[config.mk]
export PLATFORM = sky130hd
export DESIGN_NAME = uart_rx_flat
export DESIGN_NICKNAME = d
export VERILOG_FILES = /design/src/rtl/uart_rx_if.sv /design/src/rtl/uart_rx.sv /design/src/flat_wrapper.sv
export SDC_FILE = /design/constraint.sdc
export NUM_CORES = 1
export LEC_CHECK = 0
export CORE_MARGIN = 2
export CORE_UTILIZATION = 45
export CTS_BUF_LIST = sky130_fd_sc_hd__clkbuf_4
export DETAILED_ROUTE_END_ITERATION = 8
export GPL_TIMING_DRIVEN = 0
export PLACE_DENSITY = 0.63
export SETUP_SLACK_MARGIN = 0.2
export SYNTH_ARGS = -nofsm -noshare
export SYNTH_HDL_FRONTEND = slang
export SYNTH_SLANG_ARGS = --single-unit
[constraint.sdc]
create_clock -name clki -period 5.3 [get_ports clki]
set_input_delay 0.53 -clock clki [delete_from_list [all_inputs] [get_ports clki]]
set_output_delay 0.53 -clock clki [all_outputs]
set_load 0.01 [all_outputs]
[src/rtl/uart_rx_if.sv]
// Receiver-side bundle: serial line in, byte/strobe/status outputs toward the consumer.
interface uart_rx_if;
  logic       rx;
  logic [7:0] data;
  logic       valid;
  logic       frame_err;
  logic       parity_err;
  logic       busy;

  modport master (output rx, input data, valid, frame_err, parity_err, busy);
  modport slave  (input rx, output data, valid, frame_err, parity_err, busy);
endinterface

[src/rtl/uart_rx.sv]
// 8-bit LSB-first UART receiver, 16x oversampled from clki, one stop bit; strobes are one cycle wide.
// Define UART_RX_PARITY_EN to receive 8E1 frames with a live parity_err; default build is 8N1.
module uart_rx #(
  parameter int CLK_HZ = 24000000,
  parameter int BAUD   = 1200
) (
  input  logic     clki,
  input  logic     rst,
  uart_rx_if.slave bus
);

  localparam int          OVS_DIV   = CLK_HZ / (BAUD * 16);
  localparam logic [15:0] TICK_LAST = 16'(OVS_DIV - 1);

  typedef enum logic [2:0] {
    S_IDLE      = 3'd0,
    S_START     = 3'd1,
    S_DATA      = 3'd2,
    S_STOP      = 3'd3,
    S_WAIT_HIGH = 3'd4
`ifdef UART_RX_PARITY_EN
    , S_PARITY  = 3'd5
`endif
  } state_t;

  state_t      r_state;
  state_t      w_next;
  logic        r_sync1;
  logic        r_rx_s;
  logic [15:0] r_tick_cnt;
  logic [3:0]  r_ovs;
  logic [2:0]  r_bitn;
  logic [7:0]  r_shift;
  logic [7:0]  r_data;
  logic        r_valid;
  logic        r_frame_err;

  logic        w_tick;
  logic        w_bit_end;
  logic        w_busy;
  logic        w_start_det;
  logic        w_mid_start;
  logic        w_take_bit;
  logic        w_stop_smp;
  logic        w_set_valid;
  logic        w_set_ferr;
  logic        w_par_ok;

  // Both synchronizer flops idle at the line's mark level so reset never looks like a start bit.
  always_ff @(posedge clki) begin
    if (rst) begin
      r_sync1 <= 1'b1;
      r_rx_s  <= 1'b1;
    end else begin
      r_sync1 <= bus.rx;
      r_rx_s  <= r_sync1;
    end
  end

  assign w_tick = (r_tick_cnt == TICK_LAST);

  always_ff @(posedge clki) begin
    if (rst) begin
      r_tick_cnt <= 16'd0;
    end else if (w_start_det || w_tick) begin
      r_tick_cnt <= 16'd0;
    end else begin
      r_tick_cnt <= r_tick_cnt + 16'd1;
    end
  end

  always_ff @(posedge clki) begin
    if (rst) begin
      r_state <= S_IDLE;
    end else begin
      r_state <= w_next;
    end
  end

  always_comb begin
    w_next = r_state;
    case (r_state)
      S_IDLE: begin
        if (!r_rx_s) w_next = S_START;
      end
      S_START: begin
        if (w_tick && (r_ovs == 4'd7)) w_next = r_rx_s ? S_IDLE : S_DATA;
      end
      S_DATA: begin
        if (w_bit_end && (r_bitn == 3'd7)) begin
`ifdef UART_RX_PARITY_EN
          w_next = S_PARITY;
`else
          w_next = S_STOP;
`endif
        end
      end
`ifdef UART_RX_PARITY_EN
      S_PARITY: begin
        if (w_bit_end) w_next = S_STOP;
      end
`endif
      S_STOP: begin
        if (w_bit_end) w_next = r_rx_s ? S_IDLE : S_WAIT_HIGH;
      end
      S_WAIT_HIGH: begin
        if (r_rx_s) w_next = S_IDLE;
      end
      default: w_next = S_IDLE;
    endcase
  end

  always_comb begin
    w_busy      = (r_state != S_IDLE) && (r_state != S_WAIT_HIGH);
    w_start_det = (r_state == S_IDLE) && !r_rx_s;
    w_bit_end   = w_tick && (r_ovs == 4'd15);
    w_mid_start = (r_state == S_START) && w_tick && (r_ovs == 4'd7);
    w_take_bit  = (r_state == S_DATA) && w_bit_end;
    w_stop_smp  = (r_state == S_STOP) && w_bit_end;
    // A low stop bit wins over a parity mismatch.
    w_set_ferr  = w_stop_smp && !r_rx_s;
    w_set_valid = w_stop_smp && r_rx_s && w_par_ok;
  end

  // ovs restarts at mid start bit so every later sample lands 16 ticks apart, mid-bit.
  always_ff @(posedge clki) begin
    if (rst) begin
      r_ovs   <= 4'd0;
      r_bitn  <= 3'd0;
      r_shift <= 8'h00;
    end else begin
      if (w_start_det || w_mid_start) begin
        r_ovs <= 4'd0;
      end else if (w_tick && w_busy) begin
        r_ovs <= r_ovs + 4'd1;
      end
      if (w_mid_start) begin
        r_bitn <= 3'd0;
      end else if (w_take_bit) begin
        r_bitn <= r_bitn + 3'd1;
      end
      if (w_take_bit) r_shift <= {r_rx_s, r_shift[7:1]};
    end
  end

  always_ff @(posedge clki) begin
    if (rst) begin
      r_data      <= 8'h00;
      r_valid     <= 1'b0;
      r_frame_err <= 1'b0;
    end else begin
      r_valid     <= w_set_valid;
      r_frame_err <= w_set_ferr;
      if (w_set_valid) r_data <= r_shift;
    end
  end

`ifdef UART_RX_PARITY_EN
  logic r_par_bad;
  logic r_parity_err;

  assign w_par_ok = !r_par_bad;

  always_ff @(posedge clki) begin
    if (rst) begin
      r_par_bad    <= 1'b0;
      r_parity_err <= 1'b0;
    end else begin
      if ((r_state == S_PARITY) && w_bit_end) r_par_bad <= (^r_shift) ^ r_rx_s;
      r_parity_err <= w_stop_smp && r_rx_s && r_par_bad;
    end
  end

  assign bus.parity_err = r_parity_err;
`else
  assign w_par_ok       = 1'b1;
  assign bus.parity_err = 1'b0;
`endif

  assign bus.data      = r_data;
  assign bus.valid     = r_valid;
  assign bus.frame_err = r_frame_err;
  assign bus.busy      = w_busy;

endmodule

[src/flat_wrapper.sv]
// flat-port wrapper written by rule: the top's interface ports become plain ports
module uart_rx_flat 
#(
  parameter int CLK_HZ = 24000000,
  parameter int BAUD   = 1200
)
  (clki, rst, bus_rx, bus_data, bus_valid, bus_frame_err, bus_parity_err, bus_busy);
  uart_rx_if bus_i ();
  input  logic clki;
  input  logic rst;
  input wire logic [$bits(bus_i.rx)-1:0] bus_rx;
  output wire logic [$bits(bus_i.data)-1:0] bus_data;
  output wire logic [$bits(bus_i.valid)-1:0] bus_valid;
  output wire logic [$bits(bus_i.frame_err)-1:0] bus_frame_err;
  output wire logic [$bits(bus_i.parity_err)-1:0] bus_parity_err;
  output wire logic [$bits(bus_i.busy)-1:0] bus_busy;
  assign bus_i.rx = bus_rx;
  assign bus_data = bus_i.data;
  assign bus_valid = bus_i.valid;
  assign bus_frame_err = bus_i.frame_err;
  assign bus_parity_err = bus_i.parity_err;
  assign bus_busy = bus_i.busy;
  uart_rx #(.CLK_HZ(CLK_HZ), .BAUD(BAUD)) u_core (.clki(clki), .rst(rst), .bus(bus_i));
endmodule
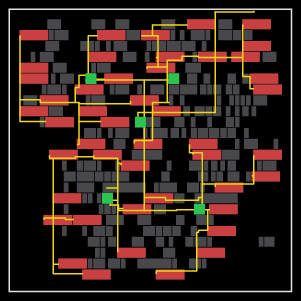
*Clock network drawn from the DEF*
Scale: 4 px per µm.
legend:
  yellow:
    item: clock wires
    length: 518 µm
  red:
    item: flip-flops
    count: 46
  green:
    item: clock drivers
    count: 5
flops lie: widely spread
clock power share: 40.5%
Power Clock: 253 µW
Clock Skew: 0.00353 ns
clk_lat worst skew: 0.35 ns

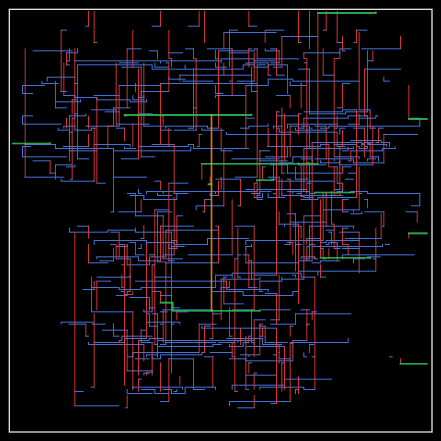
*Metal layers overlaid*
Scale: 6 px per µm.
legend:
  blue:
    layer: metal 1
    wire_length: 1730 µm
  green:
    layer: metal 3
    wire_length: 102 µm
  orange:
    layer: metal 4
    wire_length: 32.6 µm
  red:
    layer: metal 2
    wire_length: 1520 µm

==> out/summary.txt <==
Non-clk bufs: 21
First-pass GRT wire length: 5.80 mm
Slowest-stage cell, CP: dfxtp_1
Syn Area/Cell: 9.35 µm²
Routed met2 length: 1.52 mm
Tool warning count: 27
Invs w/o clock: 5
WL met3: 102 µm
Buffers & Inverters on Critical Path: 1
Fin crit period: 2.21 ns
Core area: 0.00429 mm²
Final Hold Vio Count: 0
Worst R2R End: u_core.r_bitn[0]
Fill count: 416
Met1 WL: 1.73 mm
Top cell category: multi-input combinational cells
Synth Warn #: 0
Net Sw Frac: 19.8%
Maximum vdd drop: 0.177 mV
Hold WS: 0.430 ns
Clock-pin transition on the worst setup and hold timing paths: 0.13 ns
Outcome: completed
Worst hold path startpoint: u_core.r_sync1
Area leader, netlist: dfxtp_1
Critical Path AT: 2.45 ns
Worst-path cell chain: ha_1, nor3b_1, nand4_2, or2_1, clkbuf_1, o31ai_1, nor2_1
Crit path to: u_core.r_bitn[0]
Worst path max stage delay: 0.42 ns
Tot Pwr: 626 µW
Synthesis-to-layout area growth: 14.5%
Dpl cell area: 0.00216 mm²
Yosys cell types: 37
Highest Signal Layer: met4
Clk sinks: 46
Met1 GRT Util: 20.1%
CP delay by family, top: simple AND/OR/NAND/NOR gates
Post-Place Cells: 275
Pre-CTS setup slack: 3.11 ns
Slew Viols, Final: 0
Flops: 46
Synthesized area: 0.00197 mm²
Top cells by count: nor2_1, dfxtp_1, mux2i_1
Clock tree buffer depth: 2
XORs/XNORs by Area: 7.55%
Share of cells above drive strength 1: 7.36%
Antenna cells: 0
DP Wirelength: 2.43 mm
Cts hold-fix bufs: 0
Gate Area: 983 µm²
Mapped Cells: 211
Post-Layout Inst Area: 0.00226 mm²
Largest Register: u_core.r_tick_cnt
Hold Path Class: reg2reg
FFs w/ async S/R, synth: 0%
Worst flop-to-flop path startpoint: u_core.r_tick_cnt[0]
NumNets Final: 238
Multi-input comb cells: 151
Worst r2r path cells: 7
Routed length per instance: 11.9 µm
Max reg flops: 16
Adder-cell area share of the yosys netlist: 3.17%
Yosys reg bits: 46
Yosys aoi share: 4.19%
R2r setup slk: 3.09 ns
Crit-path max FO: 7
# setup viols final: 0
Max power group: sequential cells
Ports: 15
Vias in the first global route: 1299
Combinational Power Share: 3.2%
FMAX: 0.453 GHz
Flop area: 921 µm²
Final WS setup: 3.09 ns
Least-Margin Pin Slew: 0.552 ns
Top FF cell, synth: dfxtp_1
Largest net degree at the start of global routing: 15
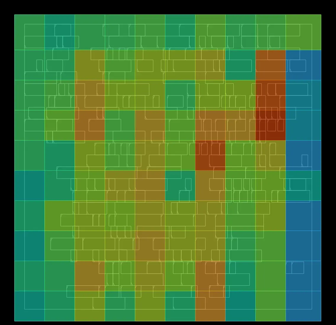
*Routing congestion*
routing usage on met3: 4.33%
gr usage total: 14.6%
GRT busiest layer: met2
Final Util: 52.6%
GR Util met2: 21.8%

==> cells in the final DEF, fill, tap and decap left out, types with 2 or more instances in the layout <==
cell type / count
and3_1: 4
inv_1: 5
clkdlybuf4s50_1: 12
buf_4: 2
ha_1: 5
o31ai_1: 2
nor3b_1: 2
o21ai_0: 3
xor2_1: 8
a31oi_1: 2
nor3_1: 4
nand2_1: 12
bufinv_16: 2
mux2i_1: 19
nand3_1: 8
clkbuf_4: 5
or2_2: 3
dfxtp_1: 46
nor2_1: 47
and4_1: 2
nand4_1: 4
a21oi_1: 3
clkbuf_1: 5
xnor2_1: 9
Power and IR drop assume default switching activity.
